Figure 1. Cells colored by class.
(1.5 px per um) Fill, decap, tap and diode cells in gray.
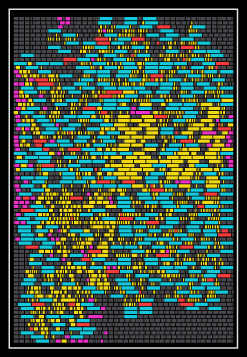
Figure 2. Met2 routing.
(2 px per um) Cells faint in the background.
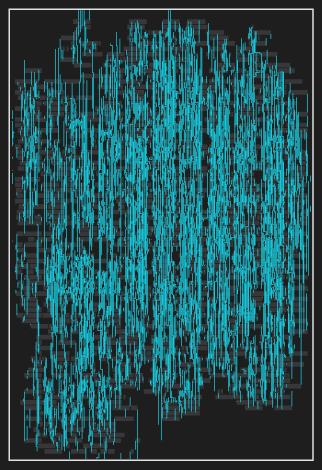
Figure 3. Nets reached from selected ports.
(1.5 px per um)
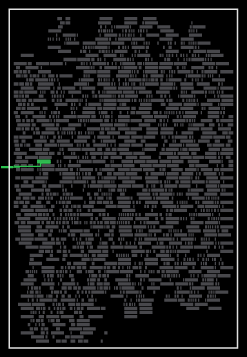
Figure 4. Clock wires, drivers and flops.
(2 px per um)
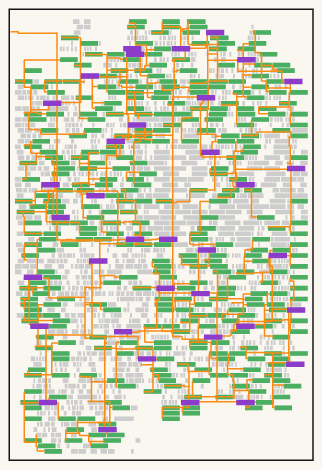
<file path="src/rtl/lcd_bus_monitor_pkg.sv">
// rtl/lcd_bus_monitor_pkg.sv - shared HD44780 definitions for the LCD bus monitor
//
// Purpose: init-FSM state type, command opcode masks, DDRAM line base/end
//          addresses, blank character, default timing values and the
//          cursor-step helper used by both cursor-move paths.
// Ports:   none (package).
package lcd_bus_monitor_pkg;

  typedef enum logic [2:0] {
    S_WAIT  = 3'd0,
    S_FS1   = 3'd1,
    S_FS2   = 3'd2,
    S_FS3   = 3'd3,
    S_READY = 3'd4
  } init_state_e;

  // Default timing at 100 MHz
  localparam int unsigned EXEC_CYCLES_DEF  = 3700;
  localparam int unsigned CLEAR_CYCLES_DEF = 152000;
  localparam int unsigned MIN_EN_HIGH_DEF  = 23;

  // Command opcode masks (a command is identified by its highest set bit)
  localparam logic [7:0] OP_SET_DDRAM   = 8'h80;
  localparam logic [7:0] OP_SET_CGRAM   = 8'h40;
  localparam logic [7:0] OP_FUNC_SET    = 8'h20;
  localparam logic [7:0] OP_SHIFT       = 8'h10;
  localparam logic [7:0] OP_DISP_CTRL   = 8'h08;
  localparam logic [7:0] OP_ENTRY_MODE  = 8'h04;
  localparam logic [7:0] OP_HOME        = 8'h02;
  localparam logic [7:0] OP_CLEAR       = 8'h01;

  // Init handshake: three writes with upper nibble 0011, then a function set
  localparam logic [3:0] INIT_NIBBLE    = 4'b0011;
  localparam logic [2:0] FUNC_SET_TOP   = 3'b001;

  // DDRAM line base and end addresses
  localparam logic [6:0] LINE1_BASE     = 7'h00;
  localparam logic [6:0] LINE1_END      = 7'h27;
  localparam logic [6:0] LINE2_BASE     = 7'h40;
  localparam logic [6:0] LINE2_END      = 7'h67;

  localparam logic [7:0] CH_BLANK       = 8'h20;
  localparam int         SHADOW_CELLS   = 32;

  // Step the DDRAM address one position, wrapping between the two lines
  // the same way the controller does.
  function automatic logic [6:0] step_cursor(input logic [6:0] addr, input logic inc);
    logic [6:0] nxt;
    if (inc) begin
      if (addr == LINE1_END)      nxt = LINE2_BASE;
      else if (addr == LINE2_END) nxt = LINE1_BASE;
      else                        nxt = addr + 7'd1;
    end else begin
      if (addr == LINE1_BASE)     nxt = LINE2_END;
      else if (addr == LINE2_BASE) nxt = LINE1_END;
      else                        nxt = addr - 7'd1;
    end
    return nxt;
  endfunction

endpackage

</file>
<file path="src/rtl/lcd_bus_sync.sv">
// rtl/lcd_bus_sync.sv - LCD bus synchroniser, en falling-edge detect and en-high width check
//
// Purpose: brings the asynchronous rs/en/data pins into the clk domain,
//          remembers the rs/data seen on the last en-high cycle and measures
//          how long en stayed high.
// Ports:   clk, reset      - clock, async active-high reset
//          lcd_rs/en/data  - raw bus pins
//          fall_pulse      - one cycle, synchronised en went 1 -> 0
//          cap_rs/cap_data - rs/data captured on the last en-high cycle
//          width_ok        - the en-high period lasted at least MIN_EN_HIGH clks
module lcd_bus_sync #(
  parameter int MIN_EN_HIGH = 23
) (
  input  logic       clk,
  input  logic       reset,
  input  logic       lcd_rs,
  input  logic       lcd_en,
  input  logic [7:0] lcd_data,
  output logic       fall_pulse,
  output logic       cap_rs,
  output logic [7:0] cap_data,
  output logic       width_ok
);

  localparam int CW = ($clog2(MIN_EN_HIGH + 1) < 1) ? 1 : $clog2(MIN_EN_HIGH + 1);
  localparam logic [CW-1:0] CNT_MAX = CW'(MIN_EN_HIGH);

  logic       rs_s1_q, rs_s1_d, rs_s2_q, rs_s2_d;
  logic       en_s1_q, en_s1_d, en_s2_q, en_s2_d, en_prev_q, en_prev_d;
  logic [7:0] data_s1_q, data_s1_d, data_s2_q, data_s2_d;
  logic       cap_rs_q, cap_rs_d;
  logic [7:0] cap_data_q, cap_data_d;
  logic [CW-1:0] width_cnt_q, width_cnt_d;

  always_comb begin
    rs_s1_d     = lcd_rs;
    rs_s2_d     = rs_s1_q;
    en_s1_d     = lcd_en;
    en_s2_d     = en_s1_q;
    en_prev_d   = en_s2_q;
    data_s1_d   = lcd_data;
    data_s2_d   = data_s1_q;
    cap_rs_d    = cap_rs_q;
    cap_data_d  = cap_data_q;
    width_cnt_d = width_cnt_q;

    // Track rs/data while en is high so the write uses the values present
    // just before en fell, not whatever the driver changed afterwards.
    if (en_s2_q) begin
      cap_rs_d   = rs_s2_q;
      cap_data_d = data_s2_q;
    end

    // Counter restarts on en rising and holds through the low phase, so it
    // still carries the high width in the cycle the falling edge is seen.
    if (en_s2_q && !en_prev_q) begin
      width_cnt_d = CW'(1);
    end else if (en_s2_q && (width_cnt_q != CNT_MAX)) begin
      width_cnt_d = width_cnt_q + CW'(1);
    end
  end

  always_ff @(posedge clk or posedge reset) begin
    if (reset) begin
      rs_s1_q     <= 1'b0;
      rs_s2_q     <= 1'b0;
      en_s1_q     <= 1'b0;
      en_s2_q     <= 1'b0;
      en_prev_q   <= 1'b0;
      data_s1_q   <= 8'h00;
      data_s2_q   <= 8'h00;
      cap_rs_q    <= 1'b0;
      cap_data_q  <= 8'h00;
      width_cnt_q <= '0;
    end else begin
      rs_s1_q     <= rs_s1_d;
      rs_s2_q     <= rs_s2_d;
      en_s1_q     <= en_s1_d;
      en_s2_q     <= en_s2_d;
      en_prev_q   <= en_prev_d;
      data_s1_q   <= data_s1_d;
      data_s2_q   <= data_s2_d;
      cap_rs_q    <= cap_rs_d;
      cap_data_q  <= cap_data_d;
      width_cnt_q <= width_cnt_d;
    end
  end

  assign fall_pulse = en_prev_q & ~en_s2_q;
  assign cap_rs     = cap_rs_q;
  assign cap_data   = cap_data_q;
  assign width_ok   = (width_cnt_q >= CNT_MAX);

endmodule

</file>
<file path="src/rtl/lcd_bus_monitor.sv">
// rtl/lcd_bus_monitor.sv - HD44780 8-bit write-bus monitor with DDRAM shadow and violation flags
//
// Purpose: decodes every write on the observed LCD bus, tracks the init
//          handshake, mirrors the 2x16 visible DDRAM, cursor and display
//          state, and flags writes made too short or while the modelled
//          controller is still busy.
// Ports:   clk, reset               - clock, async active-high reset
//          lcd_rs/lcd_en/lcd_data   - observed bus
//          rd_addr/rd_data          - shadow read port (0-15 line 1, 16-31 line 2)
//          cursor_addr              - current DDRAM address
//          disp_on, mode_8b2l       - display-on bit, 8-bit/2-line mode
//          init_done                - init handshake recognised
//          busy                     - modelled controller busy
//          evt_valid/evt_rs/evt_data- one pulse per decoded write
//          viol_pulse/viol_count    - protocol violation pulse / saturating count
module lcd_bus_monitor
  import lcd_bus_monitor_pkg::*;
#(
  parameter int EXEC_CYCLES  = 3700,
  parameter int CLEAR_CYCLES = 152000,
  parameter int MIN_EN_HIGH  = 23
) (
  input  logic        clk,
  input  logic        reset,
  input  logic        lcd_rs,
  input  logic        lcd_en,
  input  logic [7:0]  lcd_data,
  input  logic [4:0]  rd_addr,
  output logic [7:0]  rd_data,
  output logic [6:0]  cursor_addr,
  output logic        disp_on,
  output logic        mode_8b2l,
  output logic        init_done,
  output logic        busy,
  output logic        evt_valid,
  output logic        evt_rs,
  output logic [7:0]  evt_data,
  output logic        viol_pulse,
  output logic [15:0] viol_count
);

  localparam int BMAX = (CLEAR_CYCLES > EXEC_CYCLES) ? CLEAR_CYCLES : EXEC_CYCLES;
  localparam int BW   = ($clog2(BMAX + 1) < 1) ? 1 : $clog2(BMAX + 1);

  logic       fall_pulse, cap_rs, width_ok;
  logic [7:0] cap_data;

  lcd_bus_sync #(
    .MIN_EN_HIGH (MIN_EN_HIGH)
  ) u_sync (
    .clk        (clk),
    .reset      (reset),
    .lcd_rs     (lcd_rs),
    .lcd_en     (lcd_en),
    .lcd_data   (lcd_data),
    .fall_pulse (fall_pulse),
    .cap_rs     (cap_rs),
    .cap_data   (cap_data),
    .width_ok   (width_ok)
  );

  init_state_e state_q, state_d;
  logic          init_done_q, init_done_d;
  logic          mode_q, mode_d;
  logic          disp_on_q, disp_on_d;
  logic          id_inc_q, id_inc_d;
  logic [6:0]    cursor_q, cursor_d;
  logic [BW-1:0] busy_cnt_q, busy_cnt_d;
  logic          fill_active_q, fill_active_d;
  logic [4:0]    fill_idx_q, fill_idx_d;
  logic [7:0]    shadow_q [SHADOW_CELLS];
  logic [7:0]    shadow_d [SHADOW_CELLS];
  logic          evt_valid_q, evt_valid_d;
  logic          evt_rs_q, evt_rs_d;
  logic [7:0]    evt_data_q, evt_data_d;
  logic          viol_pulse_q, viol_pulse_d;
  logic [15:0]   viol_count_q, viol_count_d;

  logic busy_now;
  logic viol, load_exec, load_clear, start_fill;

  assign busy_now = (busy_cnt_q != '0) | fill_active_q;

  always_comb begin
    state_d       = state_q;
    init_done_d   = init_done_q;
    mode_d        = mode_q;
    disp_on_d     = disp_on_q;
    id_inc_d      = id_inc_q;
    cursor_d      = cursor_q;
    fill_active_d = fill_active_q;
    fill_idx_d    = fill_idx_q;
    shadow_d      = shadow_q;
    evt_valid_d   = 1'b0;
    evt_rs_d      = evt_rs_q;
    evt_data_d    = evt_data_q;
    viol_pulse_d  = 1'b0;
    viol_count_d  = viol_count_q;
    viol          = 1'b0;
    load_exec     = 1'b0;
    load_clear    = 1'b0;
    start_fill    = 1'b0;

    busy_cnt_d = (busy_cnt_q != '0) ? (busy_cnt_q - BW'(1)) : busy_cnt_q;

    // Clear fill: one blank per clock, running alongside the busy timer.
    if (fill_active_q) begin
      shadow_d[fill_idx_q] = CH_BLANK;
      fill_idx_d           = fill_idx_q + 5'd1;
      if (fill_idx_q == 5'd31) begin
        fill_active_d = 1'b0;
      end
    end

    if (fall_pulse) begin
      evt_valid_d = 1'b1;
      evt_rs_d    = cap_rs;
      evt_data_d  = cap_data;

      // A short en pulse is flagged but the write still takes effect.
      if (!width_ok) begin
        viol = 1'b1;
      end

      // Before the third init write the real controller cannot report
      // busy, so the timing check only starts from S_FS3.
      if (busy_now && (state_q == S_FS3 || state_q == S_READY)) begin
        viol = 1'b1;
      end else begin
        case (state_q)
          S_WAIT, S_FS1, S_FS2: begin
            if (!cap_rs && (cap_data[7:4] == INIT_NIBBLE)) begin
              load_exec = 1'b1;
              case (state_q)
                S_WAIT:  state_d = S_FS1;
                S_FS1:   state_d = S_FS2;
                default: state_d = S_FS3;
              endcase
            end else begin
              state_d = S_WAIT;
              viol    = 1'b1;
            end
          end
          S_FS3: begin
            // Only the final function set is meaningful here; anything
            // else is flagged and the handshake waits for it.
            if (!cap_rs && (cap_data[7:5] == FUNC_SET_TOP)) begin
              state_d     = S_READY;
              init_done_d = 1'b1;
              mode_d      = cap_data[4] & cap_data[3];
              load_exec   = 1'b1;
            end else begin
              viol = 1'b1;
            end
          end
          default: begin
            if (cap_rs) begin
              if (cursor_q[6:4] == 3'b000) begin
                shadow_d[{1'b0, cursor_q[3:0]}] = cap_data;
              end else if (cursor_q[6:4] == 3'b100) begin
                shadow_d[{1'b1, cursor_q[3:0]}] = cap_data;
              end
              cursor_d  = step_cursor(cursor_q, id_inc_q);
              load_exec = 1'b1;
            end else begin
              casez (cap_data)
                8'b1???????: begin
                  cursor_d  = cap_data[6:0];
                  load_exec = 1'b1;
                end
                8'b01??????: begin
                  load_exec = 1'b1;
                end
                8'b001?????: begin
                  mode_d    = cap_data[4] & cap_data[3];
                  load_exec = 1'b1;
                end
                8'b0001????: begin
                  cursor_d  = step_cursor(cursor_q, cap_data[2]);
                  load_exec = 1'b1;
                end
                8'b00001???: begin
                  disp_on_d = cap_data[2];
                  load_exec = 1'b1;
                end
                8'b000001??: begin
                  id_inc_d  = cap_data[1];
                  load_exec = 1'b1;
                end
                8'b0000001?: begin
                  cursor_d   = LINE1_BASE;
                  load_clear = 1'b1;
                end
                8'b00000001: begin
                  cursor_d   = LINE1_BASE;
                  id_inc_d   = 1'b1;
                  start_fill = 1'b1;
                  load_clear = 1'b1;
                end
                default: ;
              endcase
            end
          end
        endcase
      end
    end

    if (load_exec)  busy_cnt_d = BW'(EXEC_CYCLES);
    if (load_clear) busy_cnt_d = BW'(CLEAR_CYCLES);
    if (start_fill) begin
      fill_active_d = 1'b1;
      fill_idx_d    = 5'd0;
    end

    // Short-en and busy on the same write still count once.
    if (viol) begin
      viol_pulse_d = 1'b1;
      if (viol_count_q != 16'hFFFF) begin
        viol_count_d = viol_count_q + 16'd1;
      end
    end
  end

  always_ff @(posedge clk or posedge reset) begin
    if (reset) begin
      state_q       <= S_WAIT;
      init_done_q   <= 1'b0;
      mode_q        <= 1'b0;
      disp_on_q     <= 1'b0;
      id_inc_q      <= 1'b0;
      cursor_q      <= 7'h00;
      busy_cnt_q    <= '0;
      fill_active_q <= 1'b0;
      fill_idx_q    <= 5'd0;
      for (int i = 0; i < SHADOW_CELLS; i++) begin
        shadow_q[i] <= CH_BLANK;
      end
      evt_valid_q   <= 1'b0;
      evt_rs_q      <= 1'b0;
      evt_data_q    <= 8'h00;
      viol_pulse_q  <= 1'b0;
      viol_count_q  <= 16'h0000;
    end else begin
      state_q       <= state_d;
      init_done_q   <= init_done_d;
      mode_q        <= mode_d;
      disp_on_q     <= disp_on_d;
      id_inc_q      <= id_inc_d;
      cursor_q      <= cursor_d;
      busy_cnt_q    <= busy_cnt_d;
      fill_active_q <= fill_active_d;
      fill_idx_q    <= fill_idx_d;
      shadow_q      <= shadow_d;
      evt_valid_q   <= evt_valid_d;
      evt_rs_q      <= evt_rs_d;
      evt_data_q    <= evt_data_d;
      viol_pulse_q  <= viol_pulse_d;
      viol_count_q  <= viol_count_d;
    end
  end

  assign rd_data     = shadow_q[rd_addr];
  assign cursor_addr = cursor_q;
  assign disp_on     = disp_on_q;
  assign mode_8b2l   = mode_q;
  assign init_done   = init_done_q;
  assign busy        = busy_now;
  assign evt_valid   = evt_valid_q;
  assign evt_rs      = evt_rs_q;
  assign evt_data    = evt_data_q;
  assign viol_pulse  = viol_pulse_q;
  assign viol_count  = viol_count_q;

endmodule
</file>
<file path="config.mk">
export PLATFORM = sky130hd
export DESIGN_NAME = lcd_bus_monitor
export DESIGN_NICKNAME = d
export VERILOG_FILES = /design/src/rtl/lcd_bus_monitor_pkg.sv /design/src/rtl/lcd_bus_sync.sv /design/src/rtl/lcd_bus_monitor.sv
export SDC_FILE = /design/constraint.sdc
export NUM_CORES = 1
export LEC_CHECK = 0
export CAP_MARGIN = 25
export CORE_ASPECT_RATIO = 1.5
export CORE_MARGIN = 2
export CORE_UTILIZATION = 54
export DETAILED_ROUTE_END_ITERATION = 6
export HOLD_SLACK_MARGIN = 0.05
export PLACE_DENSITY = 0.72
export SLEW_MARGIN = 5
export SYNTH_ARGS = -nofsm -noshare
export SYNTH_HDL_FRONTEND = slang
export SYNTH_SLANG_ARGS = --single-unit
</file>
<file path="constraint.sdc">
create_clock -name clk -period 18.1 [get_ports clk]
set_input_delay 1.81 -clock clk [delete_from_list [all_inputs] [get_ports clk]]
set_output_delay 1.81 -clock clk [all_outputs]
set_load 0.01 [all_outputs]
</file>
==> qor.yml <==
clock_network:
  clock_latency_ps: 540
  cts_setup_buffers: 0
  cts_max_level: 2
  cts_tree: "done"
  cts_hold_buf: 0
  clockBufferDepth: 3
  cts_resized: 0
  cts_made_buffers: 36
  cts.clk_slew.worst_paths_ps: 60
global_route:
  antenna_found_initial: 10
  grt_pass1_wl_um: 83400
status:
  violations: "DRC"
  status: "finished with violations"
setup_path:
  slowest_delay_ps: 650
  path_cells: "buf_2, buf_4, mux4_2, mux4_2, mux2_2, clkdlybuf4s50_1"
  crit_slowest_cell: "buf_4"
  cp-end-kind: "output pin"
  reg2reg_to: "shadow_q[122]"
  r2r-start: "busy_cnt_q[0]"
final_layout:
  final_common_cell: "nand2_1"
  fill_cells: 2592
  fin_area_mm2: 0.0196
run:
  tool_warnings: 35
  maxCapViolCount: 0
logic_synthesis:
  yosys.area.top_type: "dfrtp_1"
  synth_chip_area_mm2: 0.0175
  syn_area_mm2: 0.0175
  synth-main-ff-cell: "dfrtp_1"
  async_flop_share: 1.00
  postSynthAreaPerCell_um2: 10.0
  area_leaders: "dfrtp_1 (46%), nand2_1 (11%), mux4_2 (10%)"
  ys_seq_frac: 0.510
  edf_count: 0
  yosys_cells: 1750
  ys_ff: 356
place:
  io_buffers: 62
  placed_cell_area_mm2: 0.0183
  dp_slack_ps: 11730
  dp.final_hpwl_um: 37500
floorplan:
  fp_util: 0.549
  rows: 80
  coreArea_mm2: 0.0319
  die_w_um: 151
  fp.dieArea_mm2: 0.0340
  die_y_um: 225
min_path:
  holdPathEnd: "u_sync.data_s2_q[1]"
  hold_path_class: "flop to flop"
  holdPathStages: 0
sta:
  timing.final.crit_share: 0.346
  finalSetupViolCount: 0
  hold_viol: 0
  setup-tns-final_ps: 0
  tightest_slew_ps: 990
  worst_clock_skew_ps: 17.3
routing:
  wl_per_cell_um: 25.3
  drc: 10
  drtAntennaViolNets: 0
pwr:
  power.density_mw_per_mm2: 91.9
  p_leak_nw: 8.34
  ir_drop_mv: 0.0819
## Picture notes: Figure 1
[red] clock drivers and dummy loads | cells: 65 | share of their area: 6.2%
[yellow] combinational and other logic | cells: 1264 | share of their area: 42%
[magenta] other buffers and delay cells | cells: 89 | share of their area: 4.6%
[cyan] flops | cells: 356 | share of their area: 47%

## Picture notes: Figure 2
longest straight run: 103 um
share of all routed wire: 45%
main direction: vertical
nets with wire on the layer: 1440

## Picture notes: Figure 3
[green] evt_rs | bits: 1 | direction: output | edge: left | end cells: 1 | buffers: 1 | wire: 32.9 um

## Picture notes: Figure 4
[orange] clock wires | length: 4410 um
[purple] clock drivers | count: 36
[green] flip-flops | count: 356
routed clock nets: 37
flops lie: spread over the die

-- logic make-up after synthesis --
family	count (synthesis)	share of synthesized area
adders and majority gates	12	0.00856
buffers and inverters	154	0.0361
and+or+nand+nor	739	0.192
muxes	132	0.134
AOI/OAI and AO/OA	320	0.101
DFF	356	0.510
xor gates and xnor gates	37	0.0185
-- report_power, final --
group          total [W]  switching (W)  internal, W
clock network   0.000754       0.000318     0.000435
registers       0.000872      0.0000407     0.000831
logic           0.000177       0.000104    0.0000729
-- final cells by class --
type                            count  area, um2  area share
Clock buffer                       55       1060      0.0542
Multi-Input combinational cell   1240       7980       0.407
Timing Repair Buffer               89        886      0.0452
Tap cell                          410        513      0.0262
Clock inverter                     10        118     0.00600
Inverter                           24       97.6     0.00498
Antenna cell                        6       15.0    0.000765
Sequential cell                   356       8950       0.456
-- registers in the layout, summed over array words and instances (netlist names), 3 cells and up --
name                cells
u_sync.data_s1_q        8
cursor_addr             7
fill_idx_q              5
state_q                 3
u_sync.data_s2_q        8
viol_count             16
u_sync.cap_data         8
u_sync.width_cnt_q      5
busy_cnt_q             18
evt_data                8
shadow_q              256
-- metal layers --
metal | share of wire | wire length (um) | global-route usage | up-vias
li1 | - | - | - | 6060
met1 | 0.34 | 18800 | 0.376 | 6712
met2 | 0.45 | 25100 | 0.516 | 755
met3 | 0.083 | 4600 | 0.0901 | 320
met4 | 0.12 | 6880 | 0.319 | 6
met5 | 0.00065 | 36 | 0 | -
-- metrics by stage --
| step | std cells | util |
|---|---|---|
| 6_report | 2190 | 0.614 |
| 5_1_grt | 2188 | 0.614 |
| 4_1_cts | 2179 | 0.611 |
| 3_5_place_dp | 2114 | 0.574 |
| 3_3_place_gp | 2111 | 0.573 |
| 2_1_floorplan | 1750 | - |
-- worst max-delay path by stage --
stage	end	slack, ps	from
after floorplan	busy_cnt_q[0]	6470	reset
after global placement	rd_data[1]	11770	rd_addr[0]
after detailed placement	rd_data[3]	11730	rd_addr[0]
after CTS	rd_data[0]	11720	rd_addr[0]
after global routing	rd_data[7]	11720	rd_addr[1]
final	rd_data[6]	11830	rd_addr[1]
-- Yosys cell counts, drive strengths merged, types with 3 or more instances --
master,number
a211oi,8
a21o,3
a21oi,49
a311oi,4
and2,9
and3,26
and4,4
buf,42
clkbuf,88
dfrtp,324
dfstp,32
ha,12
inv,23
mux2,22
mux2i,30
mux4,80
nand2,515
nand2b,16
nand3,31
nand4,11
nor2,50
nor2b,5
nor3,15
nor3b,18
nor4,17
o21ai,223
o221ai,3
o31ai,4
or3,4
or4,6
or4b,3
xnor2,25
xor2,12
-- worst reg2reg max path: cells and delay by family (launching register included) --
family / cells / cell delay [ps]
and+or+nand+nor: 3 / 1870
adders and majority gates: 1 / 190
DFF: 1 / 400
buffers and inverters: 2 / 320
AOI/OAI and AO/OA: 2 / 690
Power figures rest on the tool's default switching activity, not on a simulated workload.
